Figure 1. The metal 2 layer (run 1).
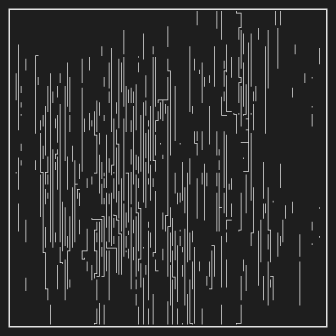
Figure 2. Cell area per tile (run 1).
Scale bar: 20 µm. 12 x 12 tiles, from black (low) to pale yellow (high), 0 to 100% covered.
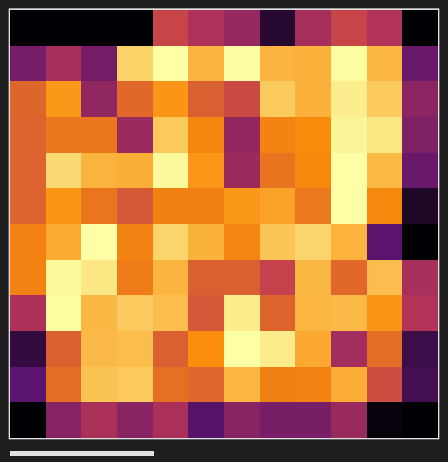
Figure 3. Track usage over the die (run 1).
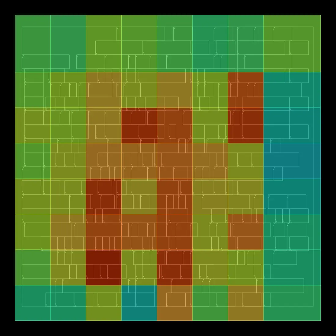
File: config.mk
export PLATFORM = sky130hd
export DESIGN_NAME = filter_buffer_ctrl
export DESIGN_NICKNAME = d
export VERILOG_FILES = /design/src/rtl/filter_buffer_ctrl.sv
export SDC_FILE = /design/constraint.sdc
export NUM_CORES = 1
export LEC_CHECK = 0
export ABC_AREA = 0
export CAP_MARGIN = 20
export CORE_UTILIZATION = 53
export CTS_CLUSTER_DIAMETER = 100
export CTS_CLUSTER_SIZE = 20
export DETAILED_ROUTE_END_ITERATION = 10
export GPL_TIMING_DRIVEN = 0
export MAX_ROUTING_LAYER = met4
export PLACE_DENSITY = 0.86
export SYNTH_ARGS = -nofsm -noshare
export SYNTH_HDL_FRONTEND = slang
export SYNTH_SLANG_ARGS = --single-unit
export TNS_END_PERCENT = 20
File: constraint.sdc
create_clock -name clk -period 5.43 [get_ports clk]
set_input_delay 0.543 -clock clk [delete_from_list [all_inputs] [get_ports clk]]
set_output_delay 0.543 -clock clk [all_outputs]
set_load 0.005 [all_outputs]
File: src/rtl/filter_buffer_ctrl.sv
// Filter coefficient buffer sequencer: loads four 32-bit words from
// coefficient memory, then replays the 16 buffered bytes num_passes times.
module filter_buffer_ctrl #(
    parameter int ADDR_W = 8,
    parameter int PASS_W = 8
) (
    input  logic              clk,
    input  logic              rst_n,
    input  logic              start,
    input  logic [ADDR_W-1:0] filt_base_addr,
    input  logic [PASS_W-1:0] num_passes,
    output logic              mem_rd,
    output logic [ADDR_W-1:0] mem_addr,
    input  logic              mem_ack,
    output logic              filter_we,
    output logic              filter_re,
    output logic              rst_filter,
    input  logic              byte_ready,
    output logic              byte_valid,
    output logic [3:0]        byte_idx,
    output logic              pass_last,
    output logic              busy,
    output logic              done
);

    typedef enum logic [2:0] {
        IDLE,
        FETCH,
        PRIME,
        STREAM,
        FINISH
    } state_t;

    state_t            state_q, state_d;
    logic [ADDR_W-1:0] addr_q, addr_d;
    logic [PASS_W-1:0] pass_q, pass_d;
    logic [1:0]        word_q, word_d;
    logic [3:0]        byte_q, byte_d;
    logic              byte_valid_q;
    logic [3:0]        byte_idx_q;
    logic              pass_last_q;
    logic              done_q;

    always_ff @(posedge clk or negedge rst_n) begin
        if (!rst_n) begin
            state_q      <= IDLE;
            addr_q       <= '0;
            pass_q       <= '0;
            word_q       <= '0;
            byte_q       <= '0;
            byte_valid_q <= 1'b0;
            byte_idx_q   <= '0;
            pass_last_q  <= 1'b0;
            done_q       <= 1'b0;
        end else begin
            state_q      <= state_d;
            addr_q       <= addr_d;
            pass_q       <= pass_d;
            word_q       <= word_d;
            byte_q       <= byte_d;
            // Aligned with the buffer's registered byte output
            byte_valid_q <= filter_re;
            byte_idx_q   <= byte_q;
            pass_last_q  <= filter_re && (pass_q == PASS_W'(1));
            done_q       <= (state_d == FINISH);
        end
    end

    always_comb begin
        state_d    = state_q;
        addr_d     = addr_q;
        pass_d     = pass_q;
        word_d     = word_q;
        byte_d     = byte_q;
        mem_rd     = 1'b0;
        mem_addr   = '0;
        filter_we  = 1'b0;
        filter_re  = 1'b0;
        rst_filter = 1'b0;
        unique case (state_q)
            IDLE: begin
                if (start) begin
                    addr_d  = filt_base_addr;
                    pass_d  = (num_passes == '0) ? PASS_W'(1) : num_passes;
                    word_d  = '0;
                    state_d = FETCH;
                end
            end
            FETCH: begin
                mem_rd    = 1'b1;
                mem_addr  = addr_q + ADDR_W'(word_q);
                filter_we = mem_ack;
                if (mem_ack) begin
                    word_d = word_q + 2'd1;
                    if (word_q == 2'd3) state_d = PRIME;
                end
            end
            PRIME: begin
                rst_filter = 1'b1;
                byte_d     = '0;
                state_d    = STREAM;
            end
            STREAM: begin
                filter_re = byte_ready;
                if (byte_ready) begin
                    byte_d = byte_q + 4'd1;
                    if (byte_q == 4'd15) begin
                        if (pass_q > PASS_W'(1)) begin
                            pass_d  = pass_q - PASS_W'(1);
                            state_d = PRIME;
                        end else begin
                            state_d = FINISH;
                        end
                    end
                end
            end
            FINISH: begin
                state_d = IDLE;
            end
            default: begin
                state_d = IDLE;
            end
        endcase
    end

    assign byte_valid = byte_valid_q;
    assign byte_idx   = byte_idx_q;
    assign pass_last  = pass_last_q;
    assign done       = done_q;
    assign busy       = (state_q != IDLE);

endmodule

==> run summary, run 1 <==
Implementation numbers.

- The worst hold-check path type is input pin to asynchronous set/reset pin.
- In the routed design, unresolved DRC markers number 0.
- Sorting the Yosys area breakdown by cell type puts at the top dfrtp_1.
- The fraction of standard cell area that is sequential is 35.2%.
- The layout cell share with drive strength beyond 1 is about 8%.
- The data arrival time reported for the critical path is approximately 2200 ps.
- Global routing used between 20% and 30% of the available tracks across all layers.
- TritonRoute output was used to compute an average wire per cell of 13.0 µm.
- The clock network consumes a total of 0.000180 W.
- The distinct cell type count after synthesis is between 40 and 50.
- At the end of routability-driven placement, the weighted congestion stood at 0.838.
- The worst path meets setup with approximately 2700 ps of slack.
- The post-synthesis cell type with the largest instance count is nand2_1.
- Total power for the finished layout comes to around 0.0011 W.
- Setup repair after global routing left no endpoint under its margin.
- The iteration count of the initial detailed-routing pass is 4.
- For reference, the top cells by count after synthesis are nand2_1, dfrtp_1, nor2_1.
- The most instantiated logic cell after routing is clkdlybuf4s50_1.
- The final number of setup-violating endpoints is 0.
- Pin placement for this block handled ~41 I/O pins.
- The count of nets left with antenna violations once routing finished came out at 0.
- The combinational power reported by the tool is between 0.0005 and 0.0006 W.
- The critical path's slowest stage uses the library cell clkdlybuf4s50_1.
- The top cell type by area accounts for 45.8% of the synthesized area.
- The total of hold buffers inserted after clock tree synthesis is 0.
- The layout-stage area growth over the synthesis result is 30.4%.
- In this run the core area contains 20 standard-cell rows.
- The total count of max-transition violations in the final report is 0.
- By instance count after routing, the leading logic cell types are clkdlybuf4s50_1, nand2_1, dfrtp_1.
- The post-cts repair resize count is 0.
- The post-synth count of flops with an enable pin is 0.
- In this run the worst path has a maximum fanout of 9.
- The group with the largest share of power is combinational cells.
- The top cell class by occupied area is combinational gates.
- The number of non-clock buffers in the layout is 49.
- The combinational gate area is 878 µm².
- Per the OpenROAD floorplan log, the width of the die is 59.4 µm.
- The vertical die dimension reported for this design is approximately 59 µm.
- The element type at the critical path end is an output pin.
- The overall chip area is between 0.003 and 0.004 mm².
- Per the final report, the share of cell area in clock cells is 3.52%.
- The most used flip-flop cell after synthesis is dfrtp_1.
- The number of sinks handled by clock tree synthesis is 32.
- When the netlist entered floorplanning its net count stood at 217.
- The top achievable clock speed is around 360 MHz.
- The number of buffers added for setup after CTS is 0.
- The total negative slack for setup checks is 0 ps.
- The number of buffers and inverters on the critical path is 6.
- The well-tap cell count is 44.
- The TritonCTS clock tree is yes.
- The logs give a warning total of 27.
- Per the run summary, max-cap violations total 0.
- Once detailed placement completed, the half-perimeter wirelength came to 2700 µm.
- The largest single stage delay on the critical path is between 400 and 500 ps.
- A synthesized cell averages slightly above 9 µm².
- The first-pass GRT wire length is 6080 µm.
- The net switching power is around 0.00043 W.
- The layout has 8 inverters outside the clock class.
- The share of power burned in combinational logic is 45.5%.
- CTS added clock buffers totalling 5.
- The number of filler cells placed in the layout is roughly 240.
- The power report attributes to the sequential group a share of between 30% and 40%.
- The fraction of cell area in non-clock buffers is a little under a fifth.
- No sink is reached through more buffers than the 2 on the longest clock path.
- The flow ran to the end, and the final reports show no timing, DRC or antenna violations.
- The clock network is responsible for 16.1% of the overall power.
- The final-layout worst hold slack is 237 ps.
- The via count of the first global-routing pass is about 1400.
- The remaining global-route overflow is 0.
- At the pin with the least slew margin, the transition time is slightly below 700 ps.
- The count of buffers added on input and output ports is ~40.
- After layout, the worst path uses about half of the clock period.
- The yosys cell count is 189.
- The summed instance area of the synthesized netlist is 0.00175 mm².
- Total power normalized to cell area comes to ~490 mW/mm².
- The post-route minimum period is roughly 2800 ps.
- After synthesis the netlist holds a flip-flop and latch count of 32.
- The post-route clock skew is 8.35 ps.
- Clock latency on the worst-skew pair, taken at its later pin, is about 340 ps.
- Ranked by total cell area, the synthesized netlist is headed by dfrtp_1, nand2_1, ha_1, nor2_1, xor2_1.
- The family with the most delay on the worst path is buffers and inverters.
- Prior to clock tree synthesis, the placed netlist has a worst setup slack of 3020 ps.
- Measured against its own limit, the worst slew margin works out to between 50% and 60%.
- For this run, the script counts the antenna cells in the layout as 0.
- STA puts the critical path data required time at roughly 4900 ps.
- The leakage power of the design is between 1 and 1.5 nW.
- The maximum vdd drop is 0.293 mV.
-- Figure 1 (at the start) --
share of all routed wire: 50%
nets with wire on the layer: 223
wire length on this layer: 1820 µm
longest straight run: 31.6 µm
main direction: vertical
via count: 1552
met2 track utilization from global routing: 38.2%
total wire length: 3660 µm

-- Figure 2 (at the start) --
emptiest ninth of the die: north-west
tiles over 75% full: 40%
fullest tile: 100%
nearly empty tiles: 6.2%
mean over tiles: 63%
fp_density: 56.7%
Layout Utilization: 74.0%
standard cell core area: 0.00308 mm²

-- Figure 3 (at the start) --
GRT met1 Usage: 30.4%
global routing's busiest layer: met2

==> run 1: per-layer routing <==
layer / up-vias / share of wire [%] / track usage [%] / routed length, µm
met5: - / 0 / - / 0
met4: 0 / 1.4 / 8.50 / 51
met3: 6 / 4.3 / 6.55 / 156
met2: 42 / 50 / 38.2 / 1820
met1: 735 / 44 / 30.4 / 1630
li1: 769 / - / - / -
==> run 1: path summary, 6_finish.rpt <==
kind                                 start     endpoint  slack [ps]  cells after the start
worst max-delay path            state_q[0]    filter_we        2660                      8
worst min-delay path                 rst_n    pass_q[3]         240                      1
worst max register to register   pass_q[4]    pass_q[1]        3370                      4
worst min register to register   byte_q[3]  byte_idx[3]         440                      0
max in group asynchronous            rst_n    byte_q[0]        4740                      1
min in group clk                 byte_q[3]  byte_idx[3]         440                      0
==> run 1: registers in the layout, summed over array words and instances, names as in the netlist <==
signal,flops
addr_q,8
byte_idx,4
byte_q,4
byte_valid,1
done,1
pass_last,1
pass_q,8
state_q,3
word_q,2
==> run 1: worst register-to-register path, delay by kind of cell, from the launching register on <==
family	cells	cell delay [ps]
AOI/OAI and AO/OA	2	600
and+or+nand+nor	1	560
DFF	1	470
muxes	1	330
==> run 1: logic make-up (layout without fill, tap and decap cells) <==
logic type	count (synthesis)	count (layout)	synth area share, %
AND/OR/NAND/NOR	88	88	24.1
AND-OR/OR-AND	36	36	15.9
flip-flops	32	32	45.8
buffers and inverters	17	65	3.87
XOR/XNOR	8	8	4.01
adder cells (fa/ha/maj)	7	7	5.44
multiplexers	1	1	0.859
==> run 1: through the flow <==
stage	instance area [µm²]	std cells
after global placement	2200	273
after detailed placement	2200	273
final	2280	281
after floorplan	1750	189
after global routing	2280	281
after CTS	2280	281
Figure 4. Signal metal coverage by tile (run 1).
Scale bar: 20 µm. 12 x 12 tiles, from black (low) to pale yellow (high), scaled to the fullest tile. Values are wire area over tile area, all layers added.
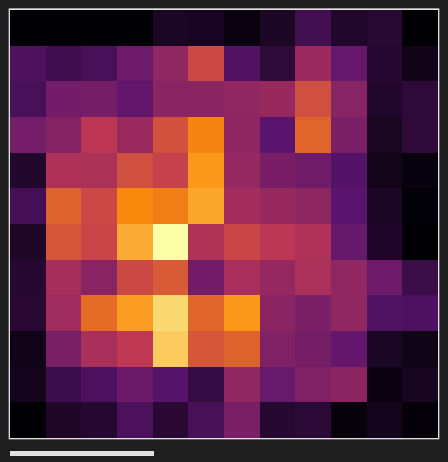

==> run 2: changes to the inputs <==
CORE_UTILIZATION = 49   (was 53)
PLACE_DENSITY = 0.81   (was 0.86)
clock period = 2.8 ns   (was 5.43 ns; I/O delays follow)
Figure 5. Signal metal coverage by tile (run 2).
Scale bar: 20 µm. 12 x 12 tiles, from black (low) to pale yellow (high), scaled to the fullest tile. Values are wire area over tile area, all layers added.
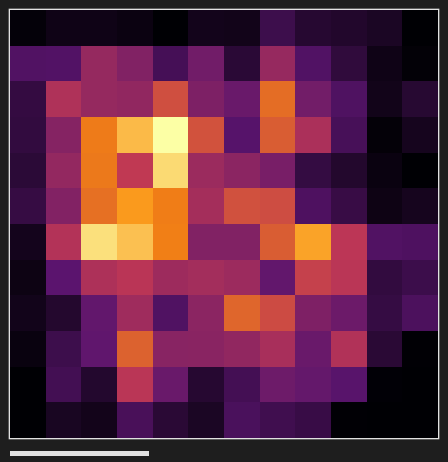
emptiest ninth of the die: north-east
mean over tiles: 0.16
nearly empty tiles: 9.7%
fullest tile: 0.55
densest ninth of the die: center
overall track demand over capacity in global routing: 22.2%
total wire length: 3770 µm

Figure 6. Cell area per tile (run 2).
Scale bar: 20 µm. 6 x 6 tiles, from black (low) to pale yellow (high), 0 to 100% covered.
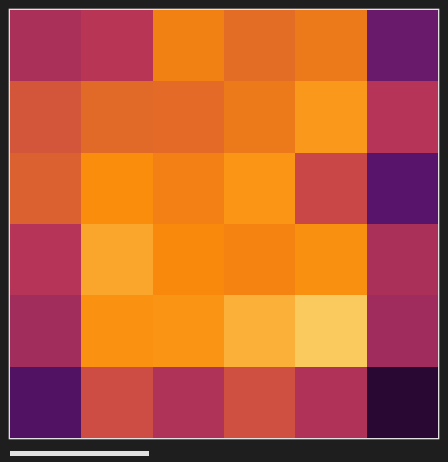
mean over tiles: 59%
fullest tile: 89%
tiles over 75% full: 25%
densest ninth of the die: center
Layout Utilization: 68.5%
standard cell core area: 0.00336 mm²
fp_density: 51.9%

Figure 7. The metal 2 layer (run 2).
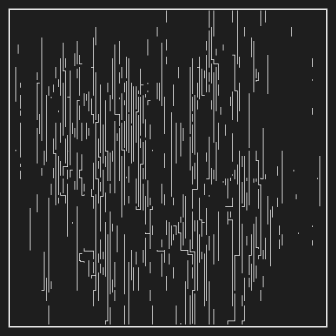
longest straight run: 20.4 µm
share of all routed wire: 47%
met2 track utilization from global routing: 33.6%
via count: 1562

==> run 2 against run 1 <==
  * First-iteration DRC count grew 92%
  * Synthesized area is the same
  * Register-to-register slack lost 2600 ps
  * Critical path type unchanged
  * Critical endpoint unchanged
  * Largest cell class unchanged
  * Setup slack lost 2400 ps
  * Count of clock-buffer cells in the layout grew 2
  * Critical path depth is the same
==> run summary, run 2 <==
Implementation numbers.

- The flow ran to the end, and the final reports show no timing, DRC or antenna violations.
- The summed instance area of the synthesized netlist is 0.00175 mm².
- The via count of the first global-routing pass is about 1300.
- The worst-path maximum fanout is 9.
- The synth_stat.txt file lists the number of cells as around 190.
- Per the final layout report, the fraction of cells sized above drive strength 1 comes to under 10%.
- The die height is 61.7 µm.
- In the layout the commonest cells are clkdlybuf4s50_1, nand2_1, dfrtp_1.
- The slew at the pin closest to its max-slew limit is roughly 700 ps.
- The worst path in the final design needs a cycle of 2550 ps, including I/O delays and setup.
- The clock reaches the later pin of the worst-skew pair after approximately 340 ps.
- Pins over their slew limit in the final report were tallied at 0.
- The family with the most delay on the worst path is buffers and inverters.
- The final weighted congestion of routability-driven global placement is 0.933.
- The fraction of the cycle the final worst path needs is roughly nine tenths.
- The die is 61.7 µm wide.
- The net count entering floorplan is 217.
- The relative slew slack is between 50% and 60%.
- The final instance count without filler cells is around 280.
- The clock passes through at most 2 buffers.
- The post-route clock skew is about 12 ps.
- The leakage power of the design is slightly above 1 nW.
- Relative to the synthesized area, the layout overhead comes to 31.9%.
- The path class of the tightest hold or removal check is register to register.
- The flow reported a cell area power density of 967 mW/mm².
- The TritonCTS clock tree is yes.
- The total negative slack for setup checks is 0 ps.
- The post-detailed-route wirelength per cell is 13.3 µm.
- The cell count along the critical path is 8.
- The synthesized area per cell is between 9 and 10 µm².
- After global routing, the most crowded layer is met2.
- Looking at the VDD voltage map, the peak drop is 0.502 mV.
- According to the timing report, the arrival time at the worst endpoint equals approximately 2300 ps.
- Sorting the synthesized cells by area gives the leading types as dfrtp_1, nand2_1, ha_1, nor2_1, xor2_1.
- The post-synth register bit count is 32.
- Hold is met by between 400 and 500 ps.
- The script parses the final routing iteration and logs DRC violations as 0.
- The worst hold path cell count is 0.
- Setup repair after global routing left no endpoint under its margin.
- In the per-layer summary, the met1 wirelength comes to 1740 µm.
- The dominant register cell in the synthesized netlist is dfrtp_1.
- Summing all non-filler instances in the final layout gives an area of 0.00230 mm².
- By count the netlist is led by nand2_1, dfrtp_1, nor2_1.
- The report lists the number of standard-cell rows as 21.
- The critical path's largest stage delay is 500 ps.
- During placement, the flow inserted port buffers numbering about 40.
- The number of buffers and inverters on the critical path is 6.
- The number of filler cells placed in the layout is around 290.
- The top achievable clock speed is about 390 MHz.
- The largest registers in the layout are addr_q x8, pass_q x8.
- The overall chip area is ~0.0038 mm².
- The instance area after placement is 0.00220 mm².
- Detailed placement ended at an HPWL of approximately 2700 µm.
- Yosys instantiated no cell more often than nand2_1.
- The critical path endpoint has a required time of 2520 ps.
## run 2: cell counts after synthesis
No cell type changed its count.
## run 2: cells by family after synthesis
group                    synth area share (%)
flip-flops                               45.8
AND-OR/OR-AND                            15.9
AND/OR/NAND/NOR                          24.1
buffers and inverters                    3.87
adder cells (fa/ha/maj)                  5.44
multiplexers                            0.859
XOR/XNOR                                 4.01
## run 2: repair_timing
action,in CTS,in global routing
endpoints found under the setup margin,0,0
hold endpoints to repair,11,0
gates resized,0,0
hold buffers,1,0
## run 2: through the flow
step           power [W]  setup WS [ps]  utilization [%]
2_1_floorplan    0.00147            900                -
3_3_place_gp     0.00179            669             65.6
3_5_place_dp     0.00183            587             65.4
4_1_cts          0.00223            214             68.5
5_1_grt          0.00240           85.4             68.5
6_report         0.00223            245             68.5
## run 2: area by class of cell
cell class                 count  area (µm²)  share of cell area (%)
clock buffer                   7        65.1                    2.82
tap                           46        57.6                    2.50
multi-input combinational    140         878                    38.1
sequential                    32         801                    34.7
buffer                         9        37.5                    1.63
timing repair buffer          41         405                    17.6
inverter                       8        30.0                    1.30
clock inverter                 1        30.0                    1.30
## run 2: path summary, 6_finish.rpt
kind	start	endpoint
max reg2reg	pass_q[4]	pass_q[1]
min in group asynchronous	rst_n	pass_q[2]
min	byte_q[1]	byte_idx[1]
min reg2reg	byte_q[1]	byte_idx[1]
max	state_q[0]	filter_we
max in group asynchronous	rst_n	addr_q[5]
## run 2: report_power, final
group | switching [W] | internal, W | total, W
Sequential | 0.000181 | 0.000648 | 0.000829
Clock | 0.000164 | 0.000237 | 0.000401
Combinational | 0.000504 | 0.000495 | 0.000999
Total | 0.000850 | 0.00138 | 0.00223
Figure 8. Track usage over the die (run 2).
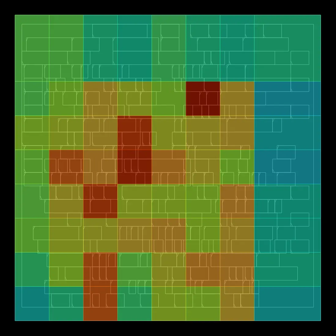

==> run 3: changes to the inputs <==
--- a/constraint.sdc
+++ b/constraint.sdc
@@ -3,2 +3,2 @@
 set_output_delay 0.28 -clock clk [all_outputs]
-set_load 0.005 [all_outputs]
+set_load 0.05 [all_outputs]
Figure 9. Track usage over the die (run 3).
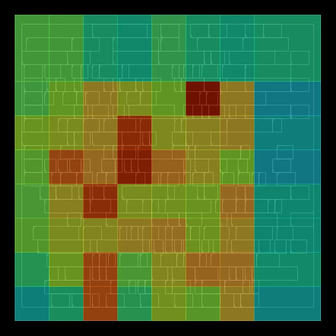
Layout Utilization: 68.8%
GRT met1 Usage: 28.6%
wire length per cell after detailed routing: 13.4 µm
GR Layer Usage met3: 4.35%

Figure 10. Met1 routing (run 3).
Scale bar: 20 µm.
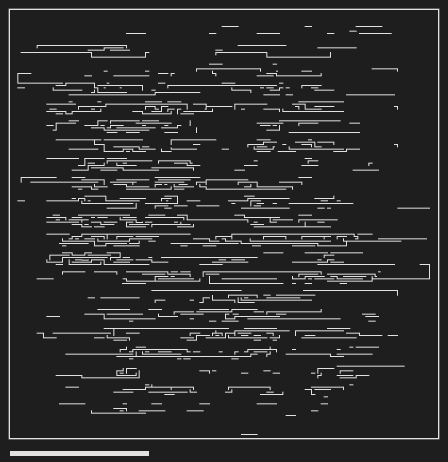
longest straight run: 19.3 µm
nets with wire on the layer: 230
total wire length: 3810 µm
via count: 1561

Figure 11. Signal metal coverage by tile (run 3).
Scale bar: 20 µm. 12 x 12 tiles, from black (low) to pale yellow (high), scaled to the fullest tile. Values are wire area over tile area, all layers added.
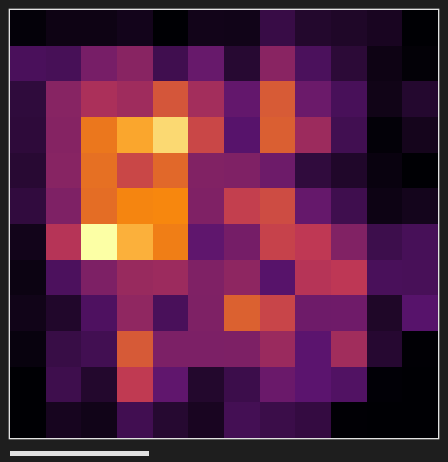
tiles over half the peak: 17%
emptiest ninth of the die: north-east
nearly empty tiles: 9.7%
fullest tile: 0.60
mean over tiles: 0.16

==> run 3 against run 2 <==
  * First-iteration DRC count fell by 13%
  * Sequential share of layout area shrank 0.13 points
  * Worst hold slack barely moved
  * Register-to-register slack about the same
  * Core utilization grew 0.26 points
  * Global-route usage is the same
  * Largest power group unchanged
  * Critical path depth is 2 lower
  * Via count about the same
  * Fmax down 5.2%
  * Count of clock-buffer cells in the layout unchanged
  * Synthesized cell count stayed put
  * Design area up 0.38%
==> run summary, run 3 <==
Implementation numbers.

- The flow ran to the end, and the final reports show no timing, DRC or antenna violations.
- Measured along the y axis, the die boundary spans ~60 µm.
- The floorplan report gives the top-level pin count as roughly 40.
- On met2, the global router reports a usage of around 34%.
- The clock network accounts for around 16% of the total power.
- The worst setup path is captured at an output pin.
- Per the summary, power density relative to cell area is 1070 mW/mm².
- For this run the aggregate overflow at the end of global routing stands at 0.
- The area taken by sequential standard cells is reported as roughly 800 µm².
- The clock reaches the later pin of the worst-skew pair after between 300 and 400 ps.
- Setup repair after global routing left no endpoint under its margin.
- Per the layout area report, the combinational gate area comes to 878 µm².
- The maximum vdd drop is roughly 0.50 mV.
- The via count of the first global-routing pass is between 1000 and 1500.
- Per the repair_timing log after CTS, setup buffers inserted total 0.
- Once detail routing completed, the nets flagged for antenna violations numbered 0.
- The number of sinks handled by clock tree synthesis is 32.
- The final-layout worst hold slack is between 400 and 500 ps.
- Per report_power, the Clock row totals 0.000401 W.
- The completed layout was analyzed and its total power is 0.00248 W.
- The mapped netlist covers about 0.0017 mm².
- The die is 61.7 µm wide.
- The share of power burned in combinational logic is between 50% and 60%.
- The arrival time of the worst setup path is 2410 ps.
- The site row count is 21.
- The top achievable clock speed is between 300 and 400 MHz.
- The internal power of the cells totals 0.00137 W.
- Buffers inserted to repair hold after CTS numbered 1.
- The clock period could shrink to between 2000 and 3000 ps.
- The worst hold-check path type is register to register.
- Looking at the power breakdown, sequential logic takes between 30% and 40% of the total.
- The total count of max-transition violations in the final report is 0.
- The number of cells reported by Yosys stat comes to 189.
- The maximum count of clock buffers along a single path is 2.
- The net count entering floorplan is ~220.
- The number of port buffers is ~40.
- The post-route netlist has 7.98% of its cells at a drive strength greater than 1.
- Before placement the cells fill 51.9% of the core.
- The cell type contributing the most total cell area after synthesis is dfrtp_1.
- The required time of the worst setup path is between 2000 and 3000 ps.
-- run 3: critical path, cell delays in order, from the launching register on --
cell	delay, ps
dfrtp_1	450
ha_1	290
a21o_1	150
nand4_1	120
xor2_1	160
nor2_1	90
clkdlybuf4s50_1	820
-- run 3: cell type report --
| cell class | instances | share of cell area [%] |
|---|---|---|
| inverter | 8 | 1.30 |
| clock inverter | 1 | 1.30 |
| timing repair buffer | 41 | 17.9 |
| sequential | 32 | 34.6 |
| buffer | 9 | 1.62 |
| multi-input combinational | 140 | 38.0 |
| clock buffer | 7 | 2.81 |
| tap | 46 | 2.49 |
-- run 3: routing by layer --
layer  part of all wire (%)  vias to the layer above
met5                      0                        -
met4                    1.9                        0
met3                    5.3                        8
met2                     46                       52
met1                     47                      735
li1                       -                      766
-- run 3: kinds of logic (layout without fill, tap and decap cells) --
| family | Yosys count | after routing | share of synthesized area, % |
|---|---|---|---|
| AOI/OAI and AO/OA | 36 | 36 | 15.9 |
| DFF | 32 | 32 | 45.8 |
| xor gates and xnor gates | 8 | 8 | 4.01 |
| buffers and inverters | 17 | 66 | 3.87 |
| and+or+nand+nor | 88 | 88 | 24.1 |
| muxes | 1 | 1 | 0.859 |
| adders and majority gates | 7 | 7 | 5.44 |
-- run 3: path summary, 6_finish.rpt --
| path | start | to | cells after the start |
|---|---|---|---|
| worst max-delay path | word_q[1] | mem_addr[5] | 6 |
| max in group asynchronous | rst_n | addr_q[5] | 2 |
| min in group asynchronous | rst_n | pass_q[2] | 2 |
| worst min register to register | byte_q[1] | byte_idx[1] | 0 |
| worst min-delay path | byte_q[1] | byte_idx[1] | 0 |
| worst max register to register | pass_q[4] | pass_q[1] | 4 |
No activity file was given, so power comes from the tool's default toggle rates.
